<file path="src/rtl/fir_mac_ctrl_pkg.sv">
// Shared defaults and FSM encoding for the FIR sequencer/MAC stage.
// Imported by the controller and its round/saturate helper.
package fir_mac_ctrl_pkg;

  localparam int NTAPS_D     = 64;
  localparam int WIDTH_D     = 16;
  localparam int ADDR_W_D    = 6;
  localparam int ACC_W_D     = 2 * WIDTH_D + ADDR_W_D;
  localparam int OUT_SHIFT_D = 15;

  typedef enum logic [2:0] {
    S_CLR   = 3'd0,
    S_IDLE  = 3'd1,
    S_WRITE = 3'd2,
    S_MAC   = 3'd3,
    S_DRAIN = 3'd4
  } state_t;

endpackage

</file>
<file path="src/rtl/fir_round_sat.sv">
// Round-half-up, arithmetic shift and saturate an accumulator to WIDTH.
// Purely combinational so later output stages can reuse it.
module fir_round_sat
  import fir_mac_ctrl_pkg::*;
#(
  parameter int ACC_W     = ACC_W_D,
  parameter int WIDTH     = WIDTH_D,
  parameter int OUT_SHIFT = OUT_SHIFT_D
) (
  input  logic signed [ACC_W-1:0] acc,
  output logic [WIDTH-1:0]        y,
  output logic                    sat
);

  localparam int RW = ACC_W + 1;

  localparam logic signed [RW-1:0] HALF =
    {{(RW-1){1'b0}}, 1'b1} << (OUT_SHIFT - 1);
  localparam logic signed [RW-1:0] MAXV =
    {{(RW-WIDTH+1){1'b0}}, {(WIDTH-1){1'b1}}};
  localparam logic signed [RW-1:0] MINV =
    {{(RW-WIDTH+1){1'b1}}, {(WIDTH-1){1'b0}}};

  logic signed [RW-1:0] r;
  logic signed [RW-1:0] s;

  // One guard bit keeps the rounding add from wrapping.
  always_comb begin
    r   = {acc[ACC_W-1], acc} + HALF;
    s   = r >>> OUT_SHIFT;
    y   = s[WIDTH-1:0];
    sat = 1'b0;
    if (s > MAXV) begin
      y   = MAXV[WIDTH-1:0];
      sat = 1'b1;
    end else if (s < MINV) begin
      y   = MINV[WIDTH-1:0];
      sat = 1'b1;
    end
  end

endmodule

</file>
<file path="src/rtl/fir_mac_ctrl.sv">
// FIR sequencer/MAC: writes samples into a circular regfile, walks
// NTAPS sample/coef pairs and emits one rounded, saturated output.
module fir_mac_ctrl
  import fir_mac_ctrl_pkg::*;
#(
  parameter int NTAPS     = NTAPS_D,
  parameter int WIDTH     = WIDTH_D,
  parameter int ADDR_W    = ADDR_W_D,
  parameter int ACC_W     = ACC_W_D,
  parameter int OUT_SHIFT = OUT_SHIFT_D
) (
  input  logic              clk2,
  input  logic              rst,
  input  logic              clr,
  input  logic              in_valid,
  output logic              in_ready,
  input  logic [WIDTH-1:0]  in_sample,
  output logic              smp_wen,
  output logic [ADDR_W-1:0] smp_waddr,
  output logic [WIDTH-1:0]  smp_din,
  output logic              smp_ren,
  output logic [ADDR_W-1:0] smp_raddr,
  input  logic [WIDTH-1:0]  smp_dout,
  output logic              coef_ren,
  output logic [ADDR_W-1:0] coef_raddr,
  input  logic [WIDTH-1:0]  coef_dout,
  output logic              out_valid,
  output logic [WIDTH-1:0]  y,
  output logic              sat
);

  localparam logic [ADDR_W-1:0] LAST = ADDR_W'(NTAPS - 1);
  localparam logic [ADDR_W-1:0] NTA  = ADDR_W'(NTAPS);

  state_t st, nst;

  logic [ADDR_W-1:0] cnt;
  logic [ADDR_W-1:0] wptr;
  logic [ADDR_W-1:0] base;
  logic [WIDTH-1:0]  smp;
  logic              pv;
  logic              cnt_last;

  logic signed [ACC_W-1:0]   acc;
  logic signed [2*WIDTH-1:0] prod;
  logic signed [ACC_W-1:0]   prod_x;

  logic [WIDTH-1:0] ry;
  logic             rsat;

  assign cnt_last = (cnt == LAST);

  assign prod   = $signed(smp_dout) * $signed(coef_dout);
  assign prod_x = {{(ACC_W-2*WIDTH){prod[2*WIDTH-1]}}, prod};

  fir_round_sat #(
    .ACC_W     (ACC_W),
    .WIDTH     (WIDTH),
    .OUT_SHIFT (OUT_SHIFT)
  ) u_rs (
    .acc (acc),
    .y   (ry),
    .sat (rsat)
  );

  always_comb begin
    nst = st;
    unique case (st)
      S_CLR:   if (cnt_last) nst = S_IDLE;
      S_IDLE: begin
        if (clr)           nst = S_CLR;
        else if (in_valid) nst = S_WRITE;
      end
      S_WRITE: nst = S_MAC;
      S_MAC:   if (cnt_last) nst = S_DRAIN;
      S_DRAIN: if (cnt[0]) nst = S_IDLE;
      default: nst = S_CLR;
    endcase
  end

  // Regfile port decode; smp_wen is gated so reset forces it low at once.
  always_comb begin
    in_ready   = 1'b0;
    smp_wen    = 1'b0;
    smp_waddr  = '0;
    smp_din    = '0;
    smp_ren    = 1'b0;
    smp_raddr  = '0;
    coef_ren   = 1'b0;
    coef_raddr = '0;
    unique case (1'b1)
      (st == S_CLR): begin
        smp_wen   = ~rst;
        smp_waddr = cnt;
      end
      (st == S_IDLE): in_ready = 1'b1;
      (st == S_WRITE): begin
        smp_wen   = 1'b1;
        smp_waddr = wptr;
        smp_din   = smp;
      end
      (st == S_MAC): begin
        smp_ren    = 1'b1;
        coef_ren   = 1'b1;
        coef_raddr = cnt;
        smp_raddr  = (cnt > base) ? base - cnt + NTA
                                  : base - cnt;
      end
      default: ;
    endcase
  end

  always_ff @(posedge clk2 or posedge rst) begin
    if (rst) begin
      st        <= S_CLR;
      cnt       <= '0;
      wptr      <= '0;
      base      <= '0;
      smp       <= '0;
      pv        <= 1'b0;
      acc       <= '0;
      out_valid <= 1'b0;
      y         <= '0;
      sat       <= 1'b0;
    end else begin
      st        <= nst;
      out_valid <= 1'b0;
      pv        <= (st == S_MAC);
      if (pv) acc <= acc + prod_x;
      unique case (st)
        S_CLR: begin
          cnt <= cnt_last ? '0 : cnt + 1'b1;
          if (cnt_last) wptr <= '0;
        end
        S_IDLE: begin
          if (!clr && in_valid) smp <= in_sample;
        end
        S_WRITE: begin
          acc  <= '0;
          base <= wptr;
          wptr <= (wptr == LAST) ? '0 : wptr + 1'b1;
          cnt  <= '0;
        end
        S_MAC: cnt <= cnt_last ? '0 : cnt + 1'b1;
        // First drain cycle absorbs the last product, second registers y.
        S_DRAIN: begin
          if (cnt[0]) begin
            cnt       <= '0;
            out_valid <= 1'b1;
            y         <= ry;
            sat       <= rsat;
          end else begin
            cnt <= cnt + 1'b1;
          end
        end
        default: ;
      endcase
    end
  end

endmodule

</file>
<file path="config.mk">
export PLATFORM = sky130hd
export DESIGN_NAME = fir_mac_ctrl
export DESIGN_NICKNAME = d
export VERILOG_FILES = /design/src/rtl/fir_mac_ctrl_pkg.sv /design/src/rtl/fir_round_sat.sv /design/src/rtl/fir_mac_ctrl.sv
export SDC_FILE = /design/constraint.sdc
export NUM_CORES = 1
export LEC_CHECK = 0
export ABC_AREA = 1
export CAP_MARGIN = 20
export CORE_ASPECT_RATIO = 0.75
export CORE_MARGIN = 3
export CORE_UTILIZATION = 45
export CTS_CLUSTER_DIAMETER = 150
export DETAILED_ROUTE_END_ITERATION = 12
export PLACE_DENSITY = 0.67
export RECOVER_POWER = 100
export SETUP_SLACK_MARGIN = 0.2
export SYNTH_ARGS = -nofsm -noshare
export SYNTH_HDL_FRONTEND = slang
export SYNTH_HIERARCHICAL = 1
export SYNTH_SLANG_ARGS = --single-unit
</file>
<file path="constraint.sdc">
create_clock -name clk2 -period 5.1 [get_ports clk2]
set_input_delay 1.02 -clock clk2 [delete_from_list [all_inputs] [get_ports clk2]]
set_output_delay 1.02 -clock clk2 [all_outputs]
set_load 0.005 [all_outputs]
</file>
Fig. 1: run 1, sequential cells coloured by netlist name
Scale bar: 50 um. Other sequential cells in the stronger grey, the rest of the logic in the fainter grey.
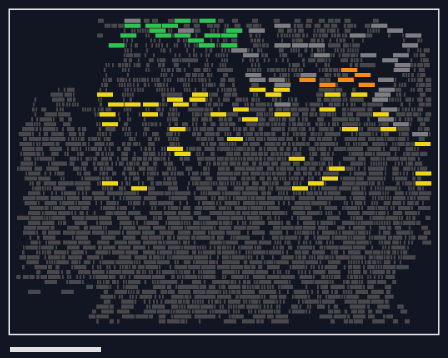
colour	signal	sequential cells
yellow	acc	38
orange	wptr	6
green	y	16

Fig. 2: run 1, congestion heat map
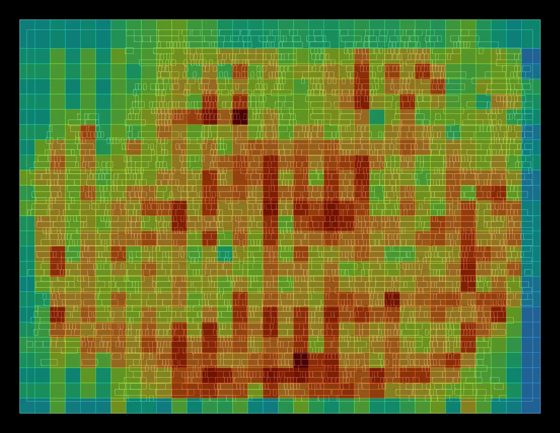
most used routing layer: met2
Wirelength per Cell: 16.7 um
routing usage on met2: 42.0%
gr usage total: 25.9%
GR met1 Demand/Resource: 36.7%

==> out/results.ini, run 1 <==
[run_status]
status = finished, violations left
violations = max-capacitance violations, max-slew violations, negative setup slack

[floorplanning]
chip_area_um2 = 42200
io_pins = 108
die_h_um = 179
num_rows = 62
core_util_floorplan_pct = 46.2

[final_timing]
slew_headroom_pct = -103
setup_viol = 31
layout_setup_ws_ns = -0.855
finalCriticalPeriod_ns = 5.96
worstMarginPinSlew_ns = 3.03
tns_ns = -20.17
period_used_pct = 117
skew_ns = 0.0125
fmax_mhz = 168
slew_viol_final = 67
rsz0062_at_grt = yes

[logic_synthesis]
netlist_instances = 2357
ys.flops = 94
ys_warn_count = 6
ys_seq_share_pct = 13.2
ys_types = 46
top_cell = nand2_1
synth_top_area_share_pct = 36.1
synth.cell_area_um2 = 17900
yosys_cells = 2357
edf_count = 0
ff_type = dfrtp_1
ys_area_um2 = 17900
synth.avg_cell_area_um2 = 7.59
area_leaders = fa_1 36%, nand2_1 14%, dfrtp_1 13%
floorplan.nets = 2852
yosysTopAreaCell = fa_1

[routing]
first_pass_iters = 5
drc_errors = 0
routed_wl_mm = 53.4
ant_nets = 0
vias = 16000
viasPerCell = 4.99
dr.first_iter.drc_count = 1121

[setup_path]
cp_max_fo = 6
critical_path_class = in2reg
rr_worst_depth = 21
cp.arrival_ns = 6.20
crit_top_cell = fa_1
crit_slowest_cell = fa_1
crit_cells = 29
worst-path-buf-inv = 11
cpPeakStageDelay_ns = 0.53
worstPathRequired_ns = 5.34

[global_route]
overflow = 0
antenna_found_initial = 1
grt_pass1_wl_mm = 86.9
first_global_vias = 16800
grt_max_degree = 67

[min_path]
hold_class = reg2reg

[cells_and_area]
drive_gt1_share_pct = 28.3
nNetsFinal = 3182
top_regs = acc: 38 flops, smp: 16 flops, y: 16 flops
synthToLayoutAreaGrowth_pct = 37.8
n_antenna_cell = 0

[placed_design]
numPortBuffers = 107
place_congestion = 0.985
dp_hpwl_mm = 39.9

[clock_tree]
root_buffer = clkbuf_16
max-clock-path-buffers = 2
cts.htree.levels = 3
cts_setup_buffers = 91
cts_resized = 481
insertion_delay_ns = 0.36

[run]
drv_cap = 1

Fig. 3: run 1, nets reached from selected ports
Scale bar: 50 um.
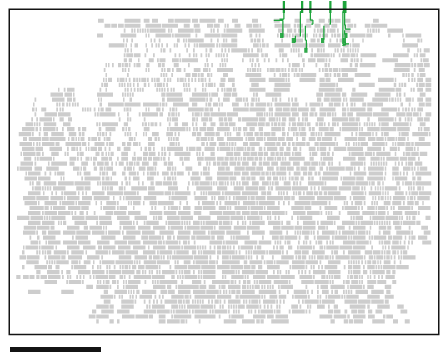
colour	port	bits	direction	edge	end cells	wire
green	smp_waddr	6	output	top	6	123 um

Fig. 4: run 1, met1 routing
Scale bar: 50 um. Supply wires on this layer in grey. Cells faint in the background.
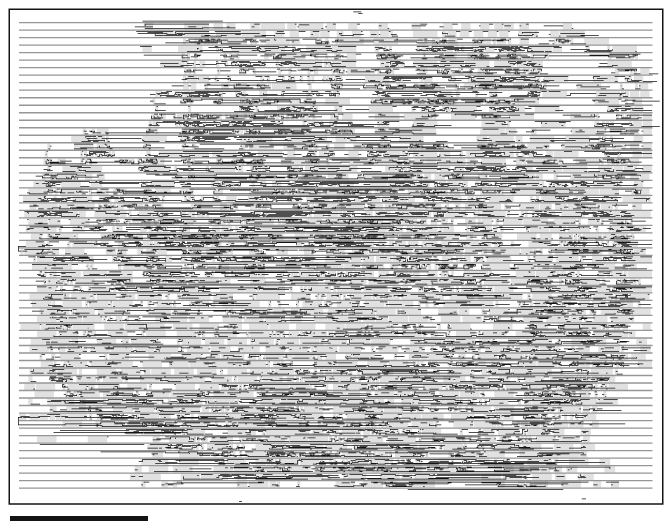
longest straight run	64.9 um
main direction	horizontal

==> run 1: cells by family (layout without fill, tap and decap cells) <==
logic type	after synthesis	count (layout)	share of synthesized area (%)
AND/OR/NAND/NOR	965	965	21.9
buffers and inverters	691	1026	14.8
adder cells (fa/ha/maj)	443	443	44.5
AND-OR/OR-AND	139	139	4.34
flip-flops	94	94	13.2
XOR/XNOR	24	24	1.18
multiplexers	1	1	0.0560
==> run 1: path summary, 6_finish.rpt <==
kind,startpoint,end,slack (ns)
max in group asynchronous,rst,acc[18]$_DFFE_PP0P_,1.26
worst max register to register,acc[15]$_DFFE_PP0P_,acc[22]$_DFFE_PP0P_,0.38
min in group asynchronous,rst,base[1]$_DFFE_PP0P_,2.01
worst min-delay path,y[5]$_DFFE_PP0P_,y[5]$_DFFE_PP0P_,0.47
worst max-delay path,smp_dout[15],acc[37]$_DFFE_PP0P_,-0.86
worst min register to register,y[5]$_DFFE_PP0P_,y[5]$_DFFE_PP0P_,0.47
==> run 1: per-layer routing <==
layer | vias up | routed length [um] | track usage, % | part of all wire [%]
met1 | 7925 | 23900 | 36.7 | 45
met2 | 519 | 24700 | 42.0 | 46
met4 | 2 | 799 | 4.05 | 1.5
li1 | 7481 | - | - | -
met3 | 74 | 4080 | 5.67 | 7.6
met5 | - | 13 | 0 | 0.024
==> run 1: placed cells by master, fill, tap and decap left out, types with 11 or more instances in the layout <==
cell type / count
dfrtp_1: 94
ha_4: 35
nand2_4: 56
nor2_4: 38
clkdlybuf4s50_1: 46
o21ai_1: 16
buf_6: 81
buf_12: 32
inv_1: 516
nand3_1: 34
inv_2: 85
xor2_1: 18
a21oi_4: 17
nor2_1: 120
nand2_1: 561
dlygate4sd3_1: 29
fa_1: 294
ha_1: 80
buf_4: 170
fa_2: 29
nand2_2: 75
o21ai_0: 23
nor2_2: 19
nand3_2: 14
o21ai_2: 11
a21oi_1: 38
==> run 1: stage by stage <==
| stage | std cells | worst slack (ns) | utilization, % | area (um2) |
|---|---|---|---|---|
| floorplan | 2357 | -0.877 | - | 19000 |
| global placement | 3051 | -1.87 | 55.2 | 21400 |
| detailed placement | 3051 | -1.94 | 55.2 | 21400 |
| CTS | 3172 | -0.809 | 61.6 | 23800 |
| global route | 3204 | -0.994 | 63.7 | 24600 |
| finish | 3204 | -0.855 | 63.7 | 24600 |
==> run 1: worst reg2reg max path: stages (launching register included) <==
cell	delay (ns)
dfrtp_1	0.43
inv_1	0.16
fa_1	0.52
inv_1	0.06
fa_1	0.53
fa_1	0.45
fa_1	0.55
inv_1	0.05
fa_1	0.50
inv_2	0.05
ha_4	0.30
nand2_4	0.08
nor2_4	0.13
inv_4	0.06
nor3_4	0.14
nand2_1	0.09
nand2_2	0.14
nand2_2	0.09
nand2_2	0.09
nand2_2	0.05
nand2_1	0.07
o21ai_2	0.07
==> run 1: area by class of cell <==
type,instances,area [um2]
multi-input combinational,1572,14800
fill,3164,14100
timing repair buffer,398,4220
sequential,94,2350
inverter,612,2320
tap,512,641
clock buffer,10,229
clock inverter,6,36.3
==> run 2, diff against run 1 <==
==> constraint.sdc (replaced) <==
create_clock -name clk2 -period 7.2 [get_ports clk2]
set_input_delay 1.44 -clock clk2 [delete_from_list [all_inputs] [get_ports clk2]]
set_output_delay 1.44 -clock clk2 [all_outputs]
set_load 0.005 [all_outputs]
Fig. 5: run 2, signal wires by layer
Two of the layers only.
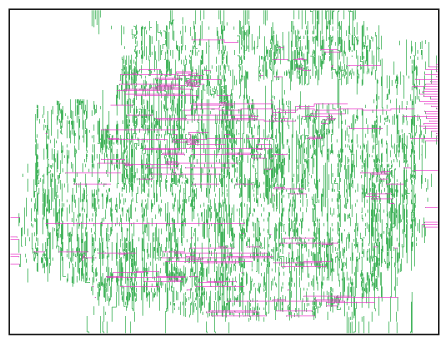
colour	layer	wire length
magenta	met3	3110 um
green	met2	21.3 mm
total wire length: 46.4 mm
gr usage total: 22.8%
Wirelength per Cell: 15.2 um
Vias: 15000

Fig. 6: run 2, met1 routing
Scale bar: 50 um. Supply wires on this layer in grey. Cells faint in the background.
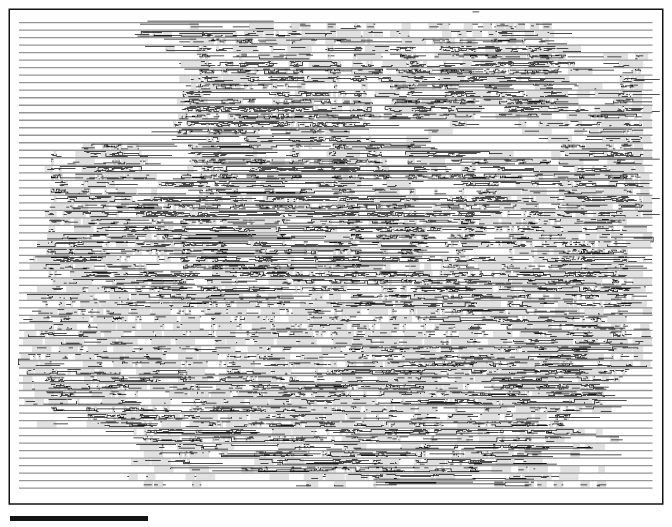
main direction	horizontal
share of all routed wire	46%

==> run 2 against run 1 <==
  * The flow finishes with violations (max-capacitance violations, max-slew violations)
  * Non-clock buffer count fell by 148
  * Global-route usage shrank 3.1 points
  * Critical path depth decreased by 4
  * Critical path type unchanged
  * Highest routed layer is now met4
==> out/results.ini, run 2 <==
[run_status]
status = finished, violations left
violations = max-capacitance violations, max-slew violations

[setup_path]
cp_max_fo = 8
rr_endpoint = acc[37]$_DFFE_PP0P_
cpPeakStageDelay_ns = 0.55
critical_path_class = in2reg
rr_worst_depth = 19
rrSetupSlack_ns = 2.40
crit_slowest_cell = fa_2
cp-end-kind = register
r2r_start = acc[15]$_DFFE_PP0P_
start_kind = input port
cp.arrival_ns = 7.13
worstPathRequired_ns = 7.44

[routing]
first_pass_iters = 7
viasPerCell = 4.89
drc_errors = 0
dr.first_iter.drc_count = 1067
ant_nets = 0

[final_timing]
period_used_pct = 95.7
rsz0062_at_grt = yes
finalCriticalPeriod_ns = 6.89
fmax_mhz = 145
skew_ns = 0.0120
slew_headroom_pct = -28.6
setup_viol = 0
slew_viol_final = 73
hold_viol = 0
layout_setup_ws_ns = 0.313
whs_ns = 0.474
worstMarginPinSlew_ns = 1.93

[logic_synthesis]
top_cell = nand2_1
yosys_cells = 2357
synth.avg_cell_area_um2 = 7.59
netlist_instances = 2357
ff_type = dfrtp_1
floorplan.nets = 2852
ys_seq_share_pct = 13.2
edf_count = 0
ys.flops = 94
ys_types = 46
async_flop_share_pct = 100
ys_warn_count = 6
common_cells = 682 x nand2_1, 602 x inv_1, 323 x fa_1, 163 x nor2_1, 120 x ha_1
yosysTopAreaCell = fa_1
ys_area_um2 = 17900
synth.cell_area_um2 = 17900
synth_top_area_share_pct = 36.1
area_leaders = fa_1 36%, nand2_1 14%, dfrtp_1 13%

[min_path]
hold_depth = 2
worstHoldStart = y[4]$_DFFE_PP0P_
hold_class = reg2reg
holdPathEnd = y[4]$_DFFE_PP0P_

[run]
drv_cap = 1
tool_warnings = 29

[cells_and_area]
combGateArea_um2 = 13100
layout_top_cell = nand2_1
seqCellArea_um2 = 2350
drive_gt1_share_pct = 10.0
regMostFlops = acc
lay_top_cells = 676 x nand2_1, 600 x inv_1, 319 x fa_1, 152 x nor2_1, 110 x buf_4
synthToLayoutAreaGrowth_pct = 18.4
fillers = 3581
nNetsFinal = 3034
finalInstanceArea_um2 = 21200
largest_reg_flops = 38
top_regs = acc: 38 flops, smp: 16 flops, y: 16 flops
n_antenna_cell = 0

[global_route]
antenna_found_initial = 0
overflow = 0
grt_max_degree = 73
grt_pass1_wl_mm = 78.0
first_global_vias = 15300

[clock_tree]
cts.htree.levels = 3
root_buffer = clkbuf_16
insertion_delay_ns = 0.36
clk_pin_slew_worst_paths_ns = 0.07
clock-sinks = 94
max-clock-path-buffers = 2
hold_buffers = 0
cts_tree = yes
numCtsBuffers = 9

[floorplanning]
io_pins = 108
core_um2 = 38700
num_rows = 62
chip_area_um2 = 42200
die_h_um = 179
core_util_floorplan_pct = 46.2
die_width_um = 236

[placed_design]
place_area_um2 = 20500
dp_slack_ns = -0.248
place_congestion = 0.924
numPortBuffers = 107
dp_hpwl_mm = 39.0

run 2: timing repair:
item	in CTS	in global routing
endpoints found under the setup margin	2	25
pin swaps	0	24
cloned	0	2
resized	3	94
setup buffers	0	10
run 2: cells by family (layout without fill, tap and decap cells):
| group | after synthesis | after routing | share of synthesized area [%] |
|---|---|---|---|
| xor gates and xnor gates | 24 | 24 | 1.18 |
| adders and majority gates | 443 | 443 | 44.5 |
| muxes | 1 | 1 | 0.0560 |
| and+or+nand+nor | 965 | 965 | 21.9 |
| AOI/OAI and AO/OA | 139 | 139 | 4.34 |
| buffers and inverters | 691 | 878 | 14.8 |
| DFF | 94 | 94 | 13.2 |
run 2: metrics by stage:
stage	setup TNS, ns	util, %	instances
6_report	0	54.7	3056
5_1_grt	0	54.7	3056
4_1_cts	0	53.8	3044
3_5_place_dp	-1.53	52.9	3028
3_3_place_gp	-0.814	52.9	3028
2_1_floorplan	0	-	2357
run 2: area by class of cell:
type | count | share of cell area, %
Clock inverter | 3 | 0.307
Multi-Input combinational cell | 1572 | 62.0
Timing Repair Buffer | 250 | 11.5
Sequential cell | 94 | 11.1
Clock buffer | 13 | 1.28
Inverter | 612 | 10.9
Tap cell | 512 | 3.03
run 2: worst max-delay path: cells and delay by family:
kind / cells / cell delay, ns
simple gates: 9 / 1.00
buf+inv: 9 / 1.37
fa+ha+maj: 7 / 3.31
run 2: how the worst max path moves through the flow:
| stage | endpoint | slack [ns] | depth (start not counted) | startpoint |
|---|---|---|---|---|
| floorplan | acc[36]$_DFFE_PP0P_ | 0.29 | 24 | coef_dout[6] |
| global placement | acc[36]$_DFFE_PP0P_ | -0.13 | 25 | smp_dout[15] |
| detailed placement | acc[36]$_DFFE_PP0P_ | -0.25 | 26 | smp_dout[15] |
| CTS | acc[37]$_DFFE_PP0P_ | 0.23 | 25 | smp_dout[15] |
| global route | acc[25]$_DFFE_PP0P_ | 0.06 | 22 | smp_dout[2] |
| finish | acc[36]$_DFFE_PP0P_ | 0.31 | 25 | coef_dout[2] |
run 2: layer usage:
| layer | vias to the layer above | routed length, um | track usage, % |
|---|---|---|---|
| li1 | 7162 | - | - |
| met1 | 7333 | 21500 | 33.6 |
| met2 | 423 | 21300 | 37.4 |
| met3 | 37 | 3110 | 3.03 |
| met4 | 0 | 506 | 2.90 |
| met5 | - | 0 | 0 |
==> run 3, diff against run 2 <==
--- a/config.mk
+++ b/config.mk
@@ -8,10 +8,11 @@
 export ABC_AREA = 1
 export CAP_MARGIN = 20
 export CORE_ASPECT_RATIO = 0.75
-export CORE_MARGIN = 3
+export CORE_MARGIN = 2
 export CORE_UTILIZATION = 45
 export CTS_CLUSTER_DIAMETER = 150
 export DETAILED_ROUTE_END_ITERATION = 12
+export GPL_ROUTABILITY_DRIVEN = 0
 export PLACE_DENSITY = 0.67
 export RECOVER_POWER = 100
 export SETUP_SLACK_MARGIN = 0.2
Fig. 7: run 3, met1 routing
Scale bar: 50 um. Supply wires on this layer in grey. Cells faint in the background.
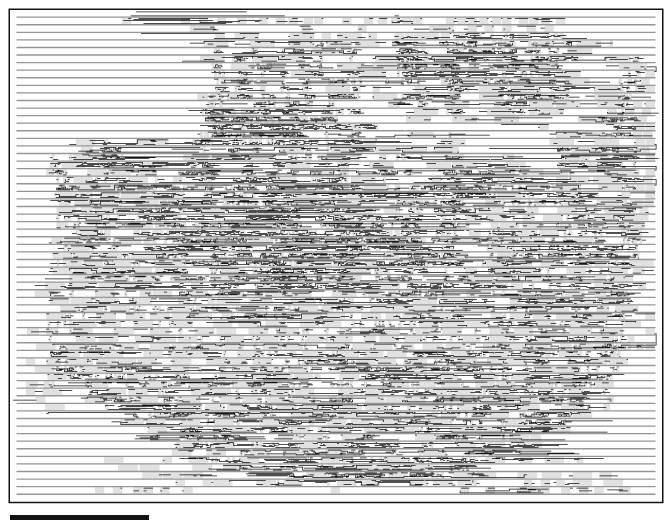
main direction	horizontal
wire length on this layer	21.3 mm

Fig. 8: run 3, signal wires by layer
Two of the layers only.
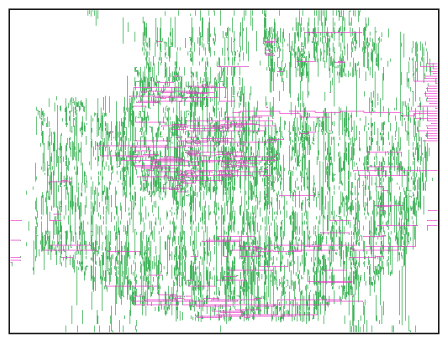
colour	layer	wire length
magenta	met3	3240 um
green	met2	21.2 mm

==> run 3 against run 2 <==
  * The run still ends with max-capacitance violations, max-slew violations left
  * Synthesized cell count did not move
  * Utilization decreased by 0.96 points
  * Via count grew 0.52%
  * Area after synthesis is the same
  * First-iteration DRC count grew 14%
  * Clock-buffer cell count shrank 4
  * Die area shrank 2.0%
  * Fmax shrank 0.96%
==> out/results.ini, run 3 <==
[run_status]
status = finished, violations left
violations = max-capacitance violations, max-slew violations

[global_route]
grt_max_degree = 77
first_global_vias = 15700
antenna_found_initial = 0
grt_pass1_wl_mm = 78.0
grtUsageTotal_pct = 23.7
overflow = 0

[routing]
ant_nets = 0
wl_per_cell_um = 15.3
first_pass_iters = 7
drc_errors = 0
vias = 15000
dr.first_iter.drc_count = 1221
routed_wl_mm = 46.4
viasPerCell = 4.95

[cells_and_area]
layout_top_cell = nand2_1
final_cell_count_no_fill = 3035
fillers = 3627
drive_gt1_share_pct = 10.2
top_regs = acc: 38 flops, smp: 16 flops, y: 16 flops
nNetsFinal = 3006
lay_top_cells = 668 x nand2_1, 599 x inv_1, 319 x fa_1, 144 x nor2_1, 101 x ha_1
n_antenna_cell = 0
synthToLayoutAreaGrowth_pct = 18.2
regMostFlops = acc
largest_reg_flops = 38
combGateArea_um2 = 13300
seqCellArea_um2 = 2350
finalInstanceArea_um2 = 21100

[final_timing]
tns_ns = 0
finalCriticalPeriod_ns = 6.95
slew_headroom_pct = -93.2
setup_viol = 0
slew_viol_final = 60
period_used_pct = 96.6
skew_ns = 0.0145
worstMarginPinSlew_ns = 2.90
hold_viol = 0
rsz0062_at_grt = yes
fmax_mhz = 144
layout_setup_ws_ns = 0.247
whs_ns = 0.476

[run]
drv_cap = 1
tool_warnings = 29

[setup_path]
r2r_start = acc[15]$_DFFE_PP0P_
cp-end-kind = register
critical_path_class = in2reg
cp_max_fo = 9
worstPathRequired_ns = 7.49
startpoint = coef_dout[7]
cp.arrival_ns = 7.24
start_kind = input port

[floorplanning]
core_um2 = 39300
io_pins = 108
chip_area_um2 = 41400
core_util_floorplan_pct = 45.5
die_width_um = 234
num_rows = 63
die_h_um = 177

[logic_synthesis]
synth.avg_cell_area_um2 = 7.59
yosysTopAreaCell = fa_1
edf_count = 0
area_leaders = fa_1 36%, nand2_1 14%, dfrtp_1 13%
async_flop_share_pct = 100
ys_warn_count = 6
common_cells = 682 x nand2_1, 602 x inv_1, 323 x fa_1, 163 x nor2_1, 120 x ha_1
synth_top_area_share_pct = 36.1
ys_types = 46
yosys_cells = 2357
netlist_instances = 2357
synth.cell_area_um2 = 17900
ff_type = dfrtp_1
ys_seq_share_pct = 13.2
ys.flops = 94
floorplan.nets = 2852
top_cell = nand2_1
ys_area_um2 = 17900

[clock_tree]
clk_pin_slew_worst_paths_ns = 0.08
hold_buffers = 0
root_buffer = clkbuf_16
clock-sinks = 94
cts_tree = yes
cts.htree.levels = 3
insertion_delay_ns = 0.35
max-clock-path-buffers = 2
numCtsBuffers = 9

[placed_design]
dp_slack_ns = -0.334
numPortBuffers = 107
dp_hpwl_mm = 38.4
place_inst = 3012
place_area_um2 = 20300

[min_path]
worstHoldStart = y[2]$_DFFE_PP0P_
hold_class = reg2reg

-- run 3: final timing paths --
| path | end | slack, ns | cells past startpoint |
|---|---|---|---|
| max | acc[27]$_DFFE_PP0P_ | 0.25 | 25 |
| min | y[2]$_DFFE_PP0P_ | 0.48 | 2 |
| max reg2reg | acc[23]$_DFFE_PP0P_ | 2.55 | 21 |
| min reg2reg | y[2]$_DFFE_PP0P_ | 0.48 | 2 |
| max in group asynchronous | acc[20]$_DFFE_PP0P_ | 1.23 | 4 |
| min in group asynchronous | base[1]$_DFFE_PP0P_ | 1.66 | 2 |
-- run 3: kinds of logic (layout without fill, tap and decap cells) --
kind of cell | Yosys count | count (layout) | share of synthesized area [%]
simple gates | 965 | 965 | 21.9
buf+inv | 691 | 849 | 14.8
fa+ha+maj | 443 | 443 | 44.5
compound gates | 139 | 139 | 4.34
flops | 94 | 94 | 13.2
xor+xnor | 24 | 24 | 1.18
mux | 1 | 1 | 0.0560
-- run 3: critical path: stages --
cell	delay, ns
clkdlybuf4s50_1	0.51
buf_12	0.15
buf_4	0.17
nand2_1	0.08
fa_1	0.49
inv_1	0.06
fa_1	0.50
inv_1	0.05
fa_1	0.47
inv_1	0.05
fa_1	0.55
inv_1	0.06
fa_1	0.53
inv_1	0.05
fa_1	0.60
ha_4	0.24
nand2_1	0.21
inv_1	0.09
a21oi_2	0.18
nor2_1	0.09
o21ai_1	0.25
nand3b_1	0.15
nand2_1	0.08
nand2_1	0.05
o21ai_1	0.13
-- run 3: stage by stage --
stage	util [%]
6_report	53.7
5_1_grt	53.7
4_1_cts	52.5
3_5_place_dp	51.7
3_3_place_gp	51.7
2_1_floorplan	-
-- run 3: repair_timing --
action,in CTS,in global routing
setup endpoints to repair,16,25
setup buffers,1,5
pin swaps,0,28
resized,7,116
cloned,0,1
-- run 3: cell type report --
class	count	area share, %
timing repair buffer	222	10.7
inverter	612	10.9
clock buffer	9	1.07
clock inverter	6	0.219
sequential	94	11.1
multi-input combinational	1572	62.9
tap	520	3.08
-- run 3: layer usage --
layer  share of wire [%]  track usage [%]  vias to the layer above
met5                   0                0                        -
met4                 1.3             3.93                        0
met3                 7.0             3.38                       58
met2                  46             38.7                      495
met1                  46             34.2                     7386
li1                    -                -                     7094
